## src/rtl/voice_mixer.sv

```systemverilog
// Serial voice mixer: accumulates one voice per clock, applies master gain, saturates, and
// presents the sample over valid/ready. Define MIXER_LFSR_DITHER_EN to add LFSR dither before truncation.
module voice_mixer #(
    parameter int NUM_VOICES = 8,
    parameter int SAMPLE_W   = 16,
    parameter int GAIN_W     = 8
) (
    input  logic                           Clk,
    input  logic                           Reset,
    input  logic [NUM_VOICES*SAMPLE_W-1:0] voices_in,
    input  logic [NUM_VOICES-1:0]          voice_en,
    input  logic                           sample_tick,
    input  logic [GAIN_W-1:0]              master_gain,
    output logic [SAMPLE_W-1:0]            out_data,
    output logic                           out_valid,
    input  logic                           out_ready,
    output logic                           busy,
    output logic                           clip,
    output logic                           drop,
    input  logic                           clr_flags
);

    localparam int IDX_W  = $clog2(NUM_VOICES);
    localparam int ACC_W  = SAMPLE_W + $clog2(NUM_VOICES);
    localparam int PROD_W = ACC_W + GAIN_W + 1;

    typedef enum logic [1:0] {IDLE, ACCUM, SCALE, HOLD} state_t;

    state_t state_reg, state_next;

    logic signed [SAMPLE_W-1:0] voice_lane [NUM_VOICES];
    logic signed [SAMPLE_W-1:0] v_snap_reg [NUM_VOICES];
    logic [NUM_VOICES-1:0]      en_snap_reg;
    logic [GAIN_W-1:0]          gain_snap_reg;

    logic signed [ACC_W-1:0]    acc_reg;
    logic [IDX_W-1:0]           idx_reg;

    logic                       start;
    logic                       last_voice;
    logic                       tick_ignored;
    logic signed [SAMPLE_W-1:0] cur_voice;
    logic signed [ACC_W-1:0]    addend;

    logic signed [PROD_W-1:0]   acc_ext;
    logic signed [PROD_W-1:0]   gain_ext;
    logic signed [PROD_W-1:0]   prod;
    logic signed [PROD_W-1:0]   prod_round;
    logic signed [PROD_W-1:0]   res;
    logic [PROD_W-SAMPLE_W:0]   res_top;
    logic                       sat_hit;
    logic [SAMPLE_W-1:0]        sat_data;

    generate
        for (genvar gi = 0; gi < NUM_VOICES; gi++) begin : g_lane
            assign voice_lane[gi] = voices_in[gi*SAMPLE_W +: SAMPLE_W];
        end
    endgenerate

    assign start        = (state_reg == IDLE) && sample_tick;
    assign tick_ignored = (state_reg != IDLE) && sample_tick;
    assign last_voice   = (idx_reg == IDX_W'(NUM_VOICES - 1));

    // State register
    always_ff @(posedge Clk or negedge Reset) begin
        if (!Reset) state_reg <= IDLE;
        else        state_reg <= state_next;
    end

    // Next-state logic
    always_comb begin
        state_next = state_reg;
        unique case (state_reg)
            IDLE:  if (sample_tick) state_next = ACCUM;
            ACCUM: if (last_voice)  state_next = SCALE;
            SCALE: state_next = HOLD;
            HOLD:  if (out_ready)   state_next = IDLE;
            default: state_next = IDLE;
        endcase
    end

    // Output logic
    always_comb begin
        busy = (state_reg != IDLE);
    end

    // Snapshot is taken only at mix start, so later input changes cannot disturb the mix
    always_ff @(posedge Clk) begin
        if (start) begin
            for (int i = 0; i < NUM_VOICES; i++) v_snap_reg[i] <= voice_lane[i];
            en_snap_reg   <= voice_en;
            gain_snap_reg <= master_gain;
        end
    end

    assign cur_voice = v_snap_reg[idx_reg];
    assign addend    = en_snap_reg[idx_reg]
                     ? {{(ACC_W-SAMPLE_W){cur_voice[SAMPLE_W-1]}}, cur_voice}
                     : '0;

    always_ff @(posedge Clk or negedge Reset) begin
        if (!Reset) begin
            acc_reg <= '0;
            idx_reg <= '0;
        end else if (start) begin
            acc_reg <= '0;
            idx_reg <= '0;
        end else if (state_reg == ACCUM) begin
            acc_reg <= acc_reg + addend;
            idx_reg <= idx_reg + 1'b1;
        end
    end

`ifdef MIXER_LFSR_DITHER_EN
    logic [15:0] lfsr_reg;
    logic        lfsr_fb;

    // Fibonacci form of x^16+x^14+x^13+x^11+1, shifting toward bit 0
    assign lfsr_fb = lfsr_reg[0] ^ lfsr_reg[2] ^ lfsr_reg[3] ^ lfsr_reg[5];

    always_ff @(posedge Clk or negedge Reset) begin
        if (!Reset)                  lfsr_reg <= 16'hACE1;
        else if (state_reg == SCALE) lfsr_reg <= {lfsr_fb, lfsr_reg[15:1]};
    end

    assign prod_round = prod + {{(PROD_W-GAIN_W){1'b0}}, lfsr_reg[GAIN_W-1:0]};
`else
    assign prod_round = prod;
`endif

    assign acc_ext  = {{(PROD_W-ACC_W){acc_reg[ACC_W-1]}}, acc_reg};
    assign gain_ext = {{(PROD_W-GAIN_W){1'b0}}, gain_snap_reg};
    assign prod     = acc_ext * gain_ext;
    assign res      = prod_round >>> GAIN_W;

    // In range only when every bit from the output sign bit upward agrees
    assign res_top  = res[PROD_W-1:SAMPLE_W-1];
    assign sat_hit  = (|res_top) && !(&res_top);
    assign sat_data = sat_hit
                    ? (res[PROD_W-1] ? {1'b1, {(SAMPLE_W-1){1'b0}}} : {1'b0, {(SAMPLE_W-1){1'b1}}})
                    : res[SAMPLE_W-1:0];

    always_ff @(posedge Clk or negedge Reset) begin
        if (!Reset) begin
            out_data  <= '0;
            out_valid <= 1'b0;
        end else if (state_reg == SCALE) begin
            out_data  <= sat_data;
            out_valid <= 1'b1;
        end else if ((state_reg == HOLD) && out_ready) begin
            out_valid <= 1'b0;
        end
    end

    // Sticky flags: a new event in the same cycle as clr_flags takes priority
    always_ff @(posedge Clk or negedge Reset) begin
        if (!Reset) begin
            clip <= 1'b0;
            drop <= 1'b0;
        end else begin
            if ((state_reg == SCALE) && sat_hit) clip <= 1'b1;
            else if (clr_flags)                  clip <= 1'b0;

            if (tick_ignored)    drop <= 1'b1;
            else if (clr_flags)  drop <= 1'b0;
        end
    end

endmodule
```

## config.mk

```make
export PLATFORM = sky130hd
export DESIGN_NAME = voice_mixer
export DESIGN_NICKNAME = d
export VERILOG_FILES = /design/src/rtl/voice_mixer.sv
export SDC_FILE = /design/constraint.sdc
export NUM_CORES = 1
export LEC_CHECK = 0
export CAP_MARGIN = 20
export CORE_MARGIN = 2
export CORE_UTILIZATION = 57
export CTS_CLUSTER_DIAMETER = 80
export CTS_CLUSTER_SIZE = 24
export DETAILED_ROUTE_END_ITERATION = 12
export PLACE_DENSITY_LB_ADDON = 0.25
export SYNTH_ARGS = -nofsm -noshare
export SYNTH_HDL_FRONTEND = slang
export SYNTH_SLANG_ARGS = --single-unit
```

## constraint.sdc

```tcl
create_clock -name Clk -period 6.1 [get_ports Clk]
set_input_delay 1.22 -clock Clk [delete_from_list [all_inputs] [get_ports Clk]]
set_output_delay 1.22 -clock Clk [all_outputs]
set_load 0.03 [all_outputs]
```

Figure 1. Track usage over the die.
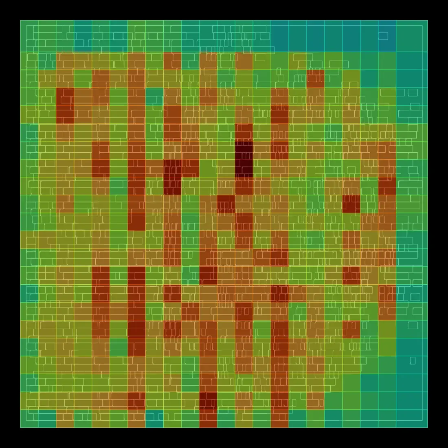
Final Util: 0.6876
met2 Track Usage GR: 0.3987
Total GRT Usage: 0.2306
WL/cell: 16.85 um
Top Usage Layer GRT: met2

Figure 2. Port wiring.
Scale bar: 50 um.
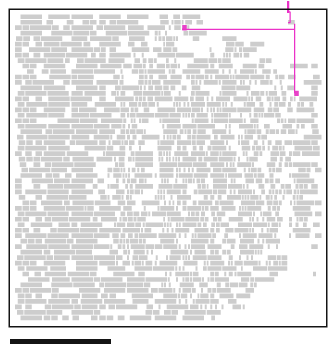
- clr_flags: magenta (bits 1; direction input; end cells 2; buffers 1; wire 98.1 um)
I/O pins: 169
PortBufs: 168

Figure 3. Where the registers sit.
Other sequential cells in the stronger gray, the rest of the logic in the fainter gray.
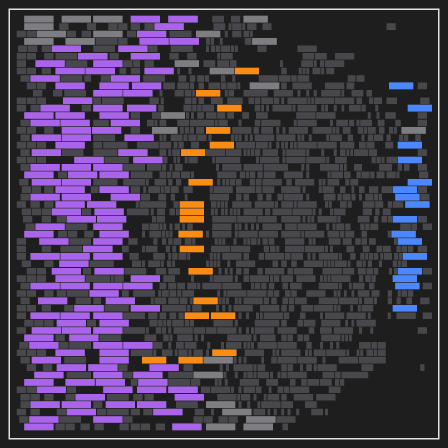
- out_data: blue (placed flops 16; where right middle)
- v_snap_reg: purple (placed flops 128; where a vertical strip on the left)
- acc_reg: orange (placed flops 19)
- not colored: 24

==> ci_impl_report.md <==
### Yosys + OpenROAD results

| Metric | Value |
|---|---|
| Ao+oa area frac | 0.06026 |
| H-tree depth | 4 |
| Count of nets after finishing | 1,619 |
| Mux contribution to synthesized area | 0.08191 |
| Yosys Chip Area | 13,350 um^2 |
| Layout non-clock buf frac | 0.1108 |
| Max Root-Sink Buffers | 2 |
| Post-placement cell count | 1,572 |
| Core area | 23,260 um^2 |
| Crit path max fanout | 18 |
| Kind of cell adding the most delay to the critical path | adder cells |
| Number of enable flip-flop cells | 144 |
| Tcrit/Tclk final | 0.9326 |
| M1 wire length | 11.76 mm |
| Bufs w/o clock | 179 |
| Top comb family, area | adder cells |
| Slew Limit Headroom | 0.3950 |
| Cell area after synthesis | 13,350 um^2 |
| Fillers | 1,670 |
| Tmin final | 5.689 ns |
| Finished Cell Area | 16,000 um^2 |
| Comb area | 7147 um^2 |
| Router iterations before antenna repair | 4 |
| CTS sink count | 187 |
| # hold bufs at CTS | 0 |
| Largest cell class by area | combinational gates |
| Final clock-cell share | 0.03841 |
| Synthesized area per cell | 12.02 um^2 |
| Routed wl met2 | 13.49 mm |
| Die X | 157.0 um |
| Hold Crit Class | reg2reg |
| Max reg flops | 128 |
| Number of standard cells in the layout, taps in and fillers out | 1,605 |
| Layout area overhead | 19.81% |
| Yosys Warn Count | 0 |
| Outcome | finished, final reports clean |
| Fmax | 175.8 MHz |
| Yosys cell count | 1,111 |
| Latency at later pin | 0.45 ns |
| Worst reg-to-reg path cell count | 18 |
| Syn_nets | 1,457 |
| # DRC | 0 |
| CP Cell Sequence | nand2_1 -> fa_1 -> fa_1 -> inv_1 -> fa_1 -> inv_1 -> fa_1 -> inv_1 -> ha_1 -> a2111oi_0 -> o21ai_0 -> o21ai_0 -> o211a_1 -> xnor2_1 -> nand4_1 -> a21boi_2 -> a21oi_1 -> nand2_1 |
| Slew @ Worst Pin | 0.9074 ns |
| OpenROAD warning count | 31 |
| Hold path depth | 1 |
| WP buf/inv | 3 |
| CLK BUF | 17 |
| Main flop type | edfxtp_1 |
| Met1 GRT Util | 0.3048 |
| Most instantiated cells after synthesis | inv_1 (174), edfxtp_1 (144), fa_1 (120) |
| Met3 Routed Length | 1.402 mm |
| Post-DP HPWL | 20.75 mm |
| Post-CTS Resized | 0 |
| Vias in the first global route | 8,963 |
| Via density | 5.363 |
| Worst Hold End | out_valid |
| RSZ-0062 raised after global routing | no |
| First-pass GRT wire length | 44.24 mm |
| Crit. End Element | register |
| Slew Viols, Final | 0 |
| CTS clk-pin slew, worst paths | 0.08 ns |
| WP data required | 6.48 ns |
| Endpoints failing setup | 0 |
| Tapcells | 319 |
| Arr. time, crit path | 6.07 ns |
## cells in the final DEF (no fill, tap or decap), types with 10 or more instances in the layout
master / instances
a21oi_1: 22
and2_1: 84
buf_4: 10
clkbuf_16: 17
clkdlybuf4s50_1: 167
dfrtp_1: 42
edfxtp_1: 144
fa_1: 120
ha_1: 77
inv_1: 173
mux2i_1: 29
mux4_2: 34
nand2_1: 100
nand2b_1: 10
nand3_1: 15
nor2_1: 51
nor2b_1: 14
nor3_1: 11
o21ai_0: 21
xnor2_1: 27
